**src/rtl/bcd_countdown_timer_pkg.sv**
```systemverilog
// Shared types and constants for the BCD countdown timer.
// Holds the FSM state encoding and per-digit BCD helpers.
package timer_pkg;

  typedef enum logic [1:0] {
    IDLE  = 2'd0,
    RUN   = 2'd1,
    PAUSE = 2'd2,
    DONE  = 2'd3
  } state_e;

  localparam logic [3:0] BCD_MAX  = 4'd9;
  localparam logic [3:0] BCD_ZERO = 4'd0;

  function automatic logic [3:0] bcd_clamp(input logic [3:0] digit);
    return (digit > BCD_MAX) ? BCD_MAX : digit;
  endfunction

endpackage

```
**src/rtl/bcd_countdown_timer_if.sv**
```systemverilog
// Control/status bundle between the timer and its driver/display neighbours.
// master drives the controls and slow clock; slave is the timer itself.
interface bcd_countdown_timer_if #(
  parameter int DIGITS = 2
);
  logic                  slow_clk;
  logic                  load;
  logic [4*DIGITS-1:0]   load_value;
  logic                  start;
  logic                  pause;
  logic                  tick;
  logic [4*DIGITS-1:0]   count_bcd;
  logic                  running;
  logic                  done;

  modport master (
    output slow_clk, load, load_value, start, pause,
    input  tick, count_bcd, running, done
  );

  modport slave (
    input  slow_clk, load, load_value, start, pause,
    output tick, count_bcd, running, done
  );
endinterface

```
**src/rtl/bcd_countdown_timer_edge_tick_sync.sv**
```systemverilog
// Synchronises an asynchronous slow clock and emits a one-cycle tick per rising edge.
// Tick appears SYNC_STAGES+1 cycles after the first edge that samples the input high.
module edge_tick_sync
  import timer_pkg::*;
#(
  parameter int SYNC_STAGES = 2
) (
  input  logic clock_in,
  input  logic reset,
  input  logic async_in,
  output logic tick
);

  logic [SYNC_STAGES-1:0] sync_q;
  logic [1:0]             hist_q;
  logic                   tick_q;

  // Everything resets high so an input already high at release is not seen as an edge.
  always_ff @(posedge clock_in) begin
    if (reset) begin
      sync_q <= '1;
      hist_q <= 2'b11;
      tick_q <= 1'b0;
    end else begin
      sync_q <= {sync_q[SYNC_STAGES-2:0], async_in};
      hist_q <= {hist_q[0], sync_q[SYNC_STAGES-1]};
      tick_q <= hist_q[0] & ~hist_q[1];
    end
  end

  assign tick = tick_q;

endmodule

```
**src/rtl/bcd_countdown_timer.sv**
```systemverilog
// Loadable, pausable multi-digit BCD countdown driven by ticks derived from a slow clock.
// Reports the live count, a registered running flag and a one-cycle done pulse.
module bcd_countdown_timer
  import timer_pkg::*;
#(
  parameter int SYNC_STAGES = 2,
  parameter int DIGITS      = 2
) (
  input  logic                 clock_in,
  input  logic                 reset,
  bcd_countdown_timer_if.slave bus
);

  localparam int W = 4 * DIGITS;

  state_e         state_q, state_d;
  logic [W-1:0]   count_q, count_d;
  logic [W-1:0]   load_clamped, count_dec;
  logic           running_q;
  logic           done_q, done_d;
  logic           tick;

  edge_tick_sync #(
    .SYNC_STAGES(SYNC_STAGES)
  ) u_edge_tick_sync (
    .clock_in (clock_in),
    .reset    (reset),
    .async_in (bus.slow_clk),
    .tick     (tick)
  );

  always_comb begin
    logic borrow;
    load_clamped = '0;
    count_dec    = '0;
    borrow       = 1'b1;
    for (int i = 0; i < DIGITS; i++) begin
      load_clamped[4*i +: 4] = bcd_clamp(bus.load_value[4*i +: 4]);
      if (!borrow) begin
        count_dec[4*i +: 4] = count_q[4*i +: 4];
      end else if (count_q[4*i +: 4] == BCD_ZERO) begin
        count_dec[4*i +: 4] = BCD_MAX;
      end else begin
        count_dec[4*i +: 4] = count_q[4*i +: 4] - 4'd1;
        borrow              = 1'b0;
      end
    end
  end

  always_comb begin
    state_d = state_q;
    count_d = count_q;
    done_d  = 1'b0;
    case (state_q)
      IDLE: begin
        if (bus.load) begin
          count_d = load_clamped;
        end else if (bus.start && !bus.pause && (count_q != '0)) begin
          state_d = RUN;
        end
      end
      RUN: begin
        // Pause outranks a coincident tick, so the count freezes at its current value.
        if (bus.pause) begin
          state_d = PAUSE;
        end else if (tick) begin
          count_d = count_dec;
          if (count_dec == '0) begin
            state_d = DONE;
            done_d  = 1'b1;
          end
        end
      end
      PAUSE: begin
        if (bus.load) begin
          state_d = IDLE;
          count_d = load_clamped;
        end else if (bus.start && !bus.pause) begin
          state_d = RUN;
        end
      end
      DONE: begin
        if (bus.load) begin
          state_d = IDLE;
          count_d = load_clamped;
        end
      end
      default: state_d = IDLE;
    endcase
  end

  always_ff @(posedge clock_in) begin
    if (reset) begin
      state_q   <= IDLE;
      count_q   <= '0;
      running_q <= 1'b0;
      done_q    <= 1'b0;
    end else begin
      state_q   <= state_d;
      count_q   <= count_d;
      running_q <= (state_d == RUN);
      done_q    <= done_d;
    end
  end

  assign bus.tick      = tick;
  assign bus.count_bcd = count_q;
  assign bus.running   = running_q;
  assign bus.done      = done_q;

endmodule
```
**src/flat_wrapper.sv**
```systemverilog
// flat-port wrapper written by rule: the top's interface ports become plain ports
module bcd_countdown_timer_flat import timer_pkg::*;
#(
  parameter int SYNC_STAGES = 2,
  parameter int DIGITS      = 2
)
  (clock_in, reset, bus_slow_clk, bus_load, bus_load_value, bus_start, bus_pause, bus_tick, bus_count_bcd, bus_running, bus_done);
  bcd_countdown_timer_if #(.DIGITS(DIGITS)) bus_i ();
  input  logic clock_in;
  input  logic reset;
  input wire logic [$bits(bus_i.slow_clk)-1:0] bus_slow_clk;
  input wire logic [$bits(bus_i.load)-1:0] bus_load;
  input wire logic [$bits(bus_i.load_value)-1:0] bus_load_value;
  input wire logic [$bits(bus_i.start)-1:0] bus_start;
  input wire logic [$bits(bus_i.pause)-1:0] bus_pause;
  output wire logic [$bits(bus_i.tick)-1:0] bus_tick;
  output wire logic [$bits(bus_i.count_bcd)-1:0] bus_count_bcd;
  output wire logic [$bits(bus_i.running)-1:0] bus_running;
  output wire logic [$bits(bus_i.done)-1:0] bus_done;
  assign bus_i.slow_clk = bus_slow_clk;
  assign bus_i.load = bus_load;
  assign bus_i.load_value = bus_load_value;
  assign bus_i.start = bus_start;
  assign bus_i.pause = bus_pause;
  assign bus_tick = bus_i.tick;
  assign bus_count_bcd = bus_i.count_bcd;
  assign bus_running = bus_i.running;
  assign bus_done = bus_i.done;
  bcd_countdown_timer #(.SYNC_STAGES(SYNC_STAGES), .DIGITS(DIGITS)) u_core (.clock_in(clock_in), .reset(reset), .bus(bus_i));
endmodule
```
**config.mk**
```make
export PLATFORM = sky130hd
export DESIGN_NAME = bcd_countdown_timer_flat
export DESIGN_NICKNAME = d
export VERILOG_FILES = /design/src/rtl/bcd_countdown_timer_pkg.sv /design/src/rtl/bcd_countdown_timer_if.sv /design/src/rtl/bcd_countdown_timer_edge_tick_sync.sv /design/src/rtl/bcd_countdown_timer.sv /design/src/flat_wrapper.sv
export SDC_FILE = /design/constraint.sdc
export NUM_CORES = 1
export LEC_CHECK = 0
export CORE_MARGIN = 1.5
export CORE_UTILIZATION = 45
export CTS_BUF_LIST = sky130_fd_sc_hd__clkbuf_4 sky130_fd_sc_hd__clkbuf_8 sky130_fd_sc_hd__clkbuf_16
export CTS_CLUSTER_DIAMETER = 80
export CTS_CLUSTER_SIZE = 28
export DETAILED_ROUTE_END_ITERATION = 8
export GPL_TIMING_DRIVEN = 0
export PLACE_DENSITY = 0.73
export SYNTH_ARGS = -nofsm -noshare
export SYNTH_HDL_FRONTEND = slang
export SYNTH_SLANG_ARGS = --single-unit
```
**constraint.sdc**
```tcl
create_clock -name clock_in -period 2.5 [get_ports clock_in]
set_clock_uncertainty 0.2 [all_clocks]
set_input_delay 0.75 -clock clock_in [delete_from_list [all_inputs] [get_ports clock_in]]
set_output_delay 0.75 -clock clock_in [all_outputs]
set_load 0.05 [all_outputs]
```
==> summary.txt, run 1 <==
Implementation results. Worst supply voltage drop on vdd landed at 0.000360 V. Share of the yosys chip area belonging to registers landed at 0.393. Looking at the clock tree report, the root buffer type is clkbuf_4.

Clock buffers in the final layout number 3. The fraction of cell area in sequential cells is reported as 0.293. The final layout report lists a non-clock buffer count of 29.

Share of the clock period used by the worst path after layout landed at 0.975. Per the placement report, the placed cell count is 151. Depth of the worst register-to-register path landed at 5. Total number of yosys warnings landed at 0.

Ranking logic cells in the layout by count gives the top entries 17 x clkdlybuf4s50_1, 17 x dfxtp_1, 10 x nor2_1, 10 x o21ai_0, 8 x a21oi_1. Synthesized chip area reported by yosys landed at 866 sq um. Number of setup violations in the final report landed at 0. In the post-route report, total wirelength is listed as 2040 um. For this run, global-route usage on met1 was measured as 0.258.

Looking at the global route congestion table, the highest-usage layer is met2. The slowest stage of the critical path is the clkdlybuf4s50_1 cell. Sequential group power landed at 0.300 mW. For this block, the via count after detailed routing is 863. The via count of the first global-routing pass is 699. Ranked by instance count, the synthesized netlist is headed by 17 x dfxtp_1, 10 x nor2_1, 10 x o21ai_0. The die covers 0.00220 sq mm. Cell area power density landed at 528 mW/mm^2. The highest layer touched by signal routing is met4.

Once the clock tree was built, the resizer swapped 6 gates to a different size. Top fanout value on the critical path landed at 3. The flow ran to the end, and the final reports show no timing, DRC or antenna violations. Iteration-0 DRC count of the detailed router landed at 16. Power in the clock group landed at 0.158 mW. Count of pins over their slew limit landed at 0. Clock group share of total power landed at 0.257. STA classifies the critical path endpoint as a primary output. Flip-flop and latch area landed at 340 sq um. Synthesized netlist net count landed at 116. In the synthesized netlist the async set-or-reset flop fraction comes to 0. The startpoint identified for the worst hold timing path is u_core.u_edge_tick_sync.hist_q[1]. In this build the clock could be raised as far as 410 MHz. The launch point of the critical path was reported as u_core.bus.count_bcd[4]. Post-cts hold-fix buffer tally landed at 0. In the CTS report, the clock slew at the register clock pins of the worst setup and hold paths is listed as 110 ps. Looking at the setup timing report, the critical path kind is register to primary output. Per STA, the worst path is made up of clkdlybuf4s50_1. Multi-input combinational cells in the finished layout were counted as 78.

Tally of nets with antenna violations remaining after routing landed at 0. TritonCTS built the clock tree. In the detailed route, the total length drawn on met3 is 129 um. The register with the most flip-flops in the layout has 8 of them. The final report lists a non-filler cell total of 155.

Count of boundary I/O pins landed at 25. Among all flip-flop cells after synthesis, the most frequent one is dfxtp_1. In this run, the synthesized area fraction spent on AND-OR/OR-AND gates is recorded as 0.250. STA puts the critical path data required time at 1550 ps. Detailed-route wire length on metal 1 landed at 971 um. Buffer count from post-CTS setup fixing landed at 0. Per STA, the endpoint of the critical path is bus_count_bcd[4]. After synthesis, the design contains 102 cells according to Yosys.

Worst hold slack after final layout landed at 193 ps. Of the post-synthesis cell area, the dominant cell type holds 0.393. Number of cells on the worst hold path landed at 1.

Combinational share of power landed at 0.253. Count of sequential standard cells landed at 17. The worst register-to-register path ends at u_core.state_q[1]. In the final routed layout, each cell accounts on average for 13.2 um.

Pin count of the biggest net entering global routing landed at 12. Of the total synthesized cell area, the portion taken by full adders, half adders and majority gates is 0. Setup slack closes at 62.1 ps.

Per the slew report, the remaining headroom to the max-slew limit stands at 0.675. STA lists the startpoint of the worst register-to-register path as u_core.bus.count_bcd[1]. In the hold report, the worst path ends at u_core.u_edge_tick_sync.tick. The placement stage leaves a total instance area of 0.00114 sq mm.

Net switching share of the total power landed at 0.332. Placed wire-length estimate after detailed placement landed at 1430 um. In the routed layout, each cell is associated on average with a via count of 5.57. By area, the combinational part of the netlist is dominated by simple AND/OR/NAND/NOR gates. The global routing report lists met2 layer usage as 0.299. Yosys mapped the design onto 32 distinct sky130hd cell types. Worst path arrival time landed at 1490 ps. Combined global-route utilization of all metal layers landed at 0.195.

Per the layout area report, the combinational fraction of cell area is 0.428. Standby leakage power landed at 0.443 nW.
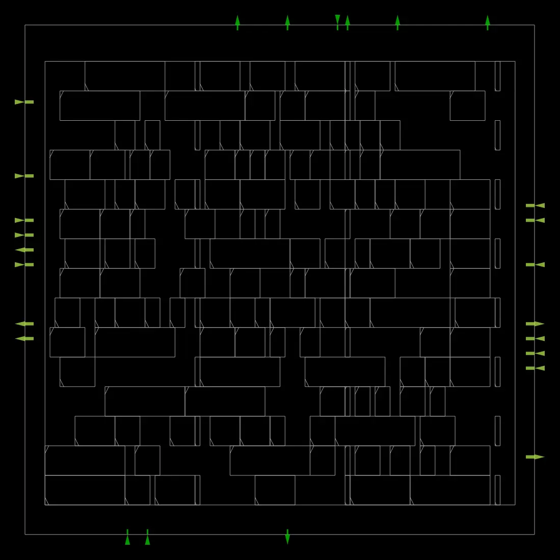
Run 1: cell placement
tally of filler cells in the layout: 175
Taps Inserted: 25
FP Rows: 15
core area: 0.00176 sq mm
share of the core filled with cells: 0.659

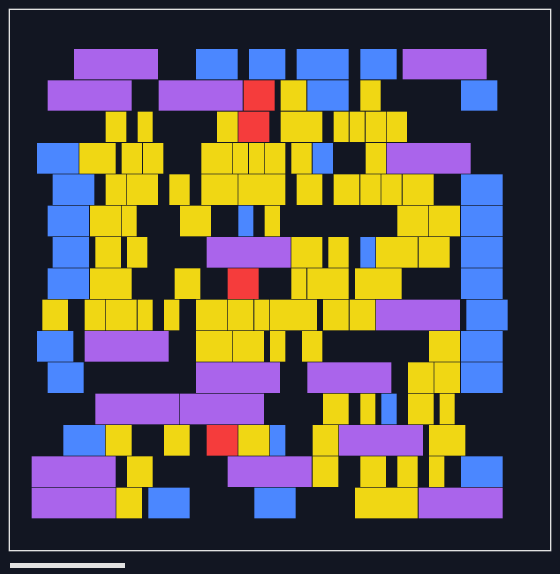
Run 1: cell classes on the final placement
Scale bar: 10 um.
other buffers and delay cells -> blue  # cells 29
clock drivers and dummy loads -> red  # cells 4
all other logic -> yellow  # cells 80
flip-flops -> purple  # cells 17

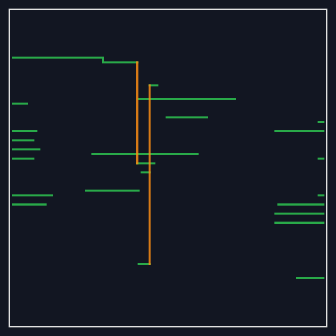
Run 1: metal layers overlaid
Two of the layers only.
met3 -> green  # wire length 129 um
met4 -> orange  # wire length 41.5 um

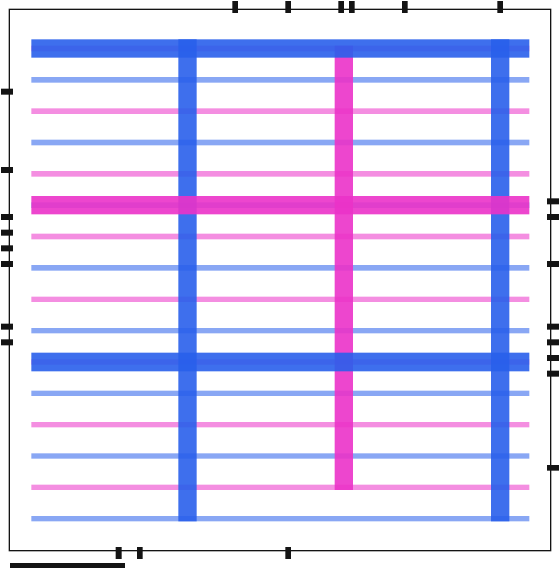
Run 1: supply network
Scale bar: 10 um. Pins as bars on the die edge.
VSS -> blue
VDD -> magenta
met4 straps = 3
met5 straps = 3
met1 rails = 16

Run 1, clock network drawn from the DEF:
Scale bar: 10 um.
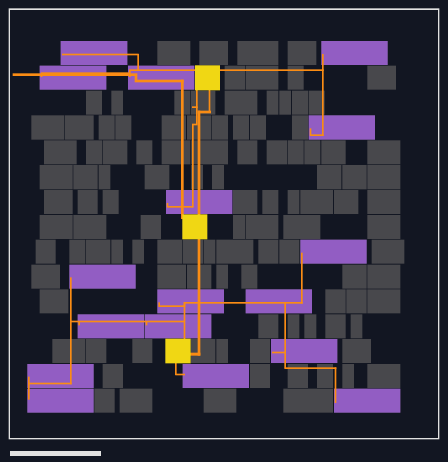

## Run 2: what changed since run 1
- SYNTH_HIERARCHICAL: unset -> 1
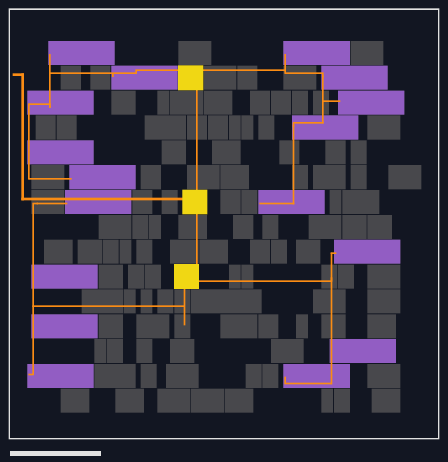
Run 2: clock network drawn from the DEF
Scale bar: 10 um.
cells driving clock nets -> yellow  # count 3
clock wires -> orange  # length 216 um
flip-flops -> purple  # count 17
routed clock nets = 4

==> run 2 against run 1 <==
  * Hold slack gained 7.1 ps
  * Worst setup slack lost 26 ps
  * Core utilization shrank 0.071 points
  * Synthesized cell count shrank 3.9%
  * Sequential power shrank 1%
  * Die size is the same
  * Non-clock buffer count shrank 1
==> summary.txt, run 2 <==
Implementation results. The register with the most flip-flops in the layout has 8 of them. Looking at hold timing, the worst path starts from u_core/u_edge_tick_sync/hist_q[1]. Post-place instance area landed at 0.00114 sq mm.

Number of setup violations in the final report landed at 0. In the final layout, flip-flops and latches occupy 340 sq um. Iteration-0 DRC count of the detailed router landed at 30.

Flip-flop and latch share of the layout cell area landed at 0.293. Of the total power, the share spent switching nets is 0.309. Looking at the post-CTS report, the setup buffer insertion count equals 0.

The share of total power dissipated in combinational logic is 0.226. The cell-mix breakdown from Yosys lists the adder-cell area share as 0. Cell area power density landed at 495 mW/mm^2.

For reference, the critical path is captured by bus_count_bcd[7]. The detailed router used layers up to and including met4. Routed length on met3 landed at 108 um.

Along the worst hold path, the cell count comes to 1. Remaining max-slew budget at the tightest pin landed at 0.637. Entering global routing, the biggest net connects 11 pins. The commonest register cell is dfxtp_1. For this floorplan the total number of well-tap instances is 25. Counting every net in the synthesized netlist gives 112. Total wire length after detailed routing landed at 2110 um.

Count of unique library cells instantiated by Yosys landed at 41. According to the I/O placement log, the pin count is 25. The cell-mix breakdown from Yosys lists the compound-gate area share as 0.259.

At the worst endpoint, the arrival time is 1510 ps. Total number of yosys warnings landed at 6. Number of cells upsized or downsized after cts landed at 6.

Count of pins over their slew limit landed at 0. Among the non-sequential cells, simple AND/OR/NAND/NOR gates take the most area. The area fraction of the largest cell type after synthesis is 0.393. TritonCTS built the clock tree. The cell sitting at the root of the clock tree is a clkbuf_4. The launch point of the critical path was reported as u_core/bus.count_bcd[7]. Hold is met by 200 ps. Tally of nets with antenna violations remaining after routing landed at 0. The setup path with the least slack is of type register to primary output. In this run the core area contains 15 standard-cell rows.

Chip area landed at 0.00220 sq mm. In the layout the tool counted multi-input logic cells amounting to 76. STA classifies the critical path endpoint as a primary output. Synthesized chip area reported by yosys landed at 866 sq um. The routed design shows a wire length per standard cell of 13.9 um. The leakage power in the latest report is 0.422 nW. Counting cells, the worst reg-to-reg path comes to 5.

The run finished with clean final reports. In the layout the commonest cells are 18 x clkdlybuf4s50_1, 17 x dfxtp_1, 11 x nor2_1.
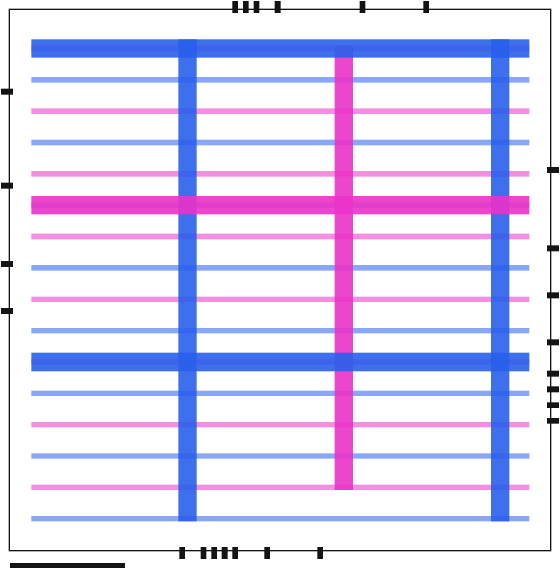
Run 2: supply network
Scale bar: 10 um. Pins as bars on the die edge.
VSS -> blue
VDD -> magenta
met5 straps = 3
signal pins = 25

Power figures rest on the tool's default switching activity, not on a simulated workload.
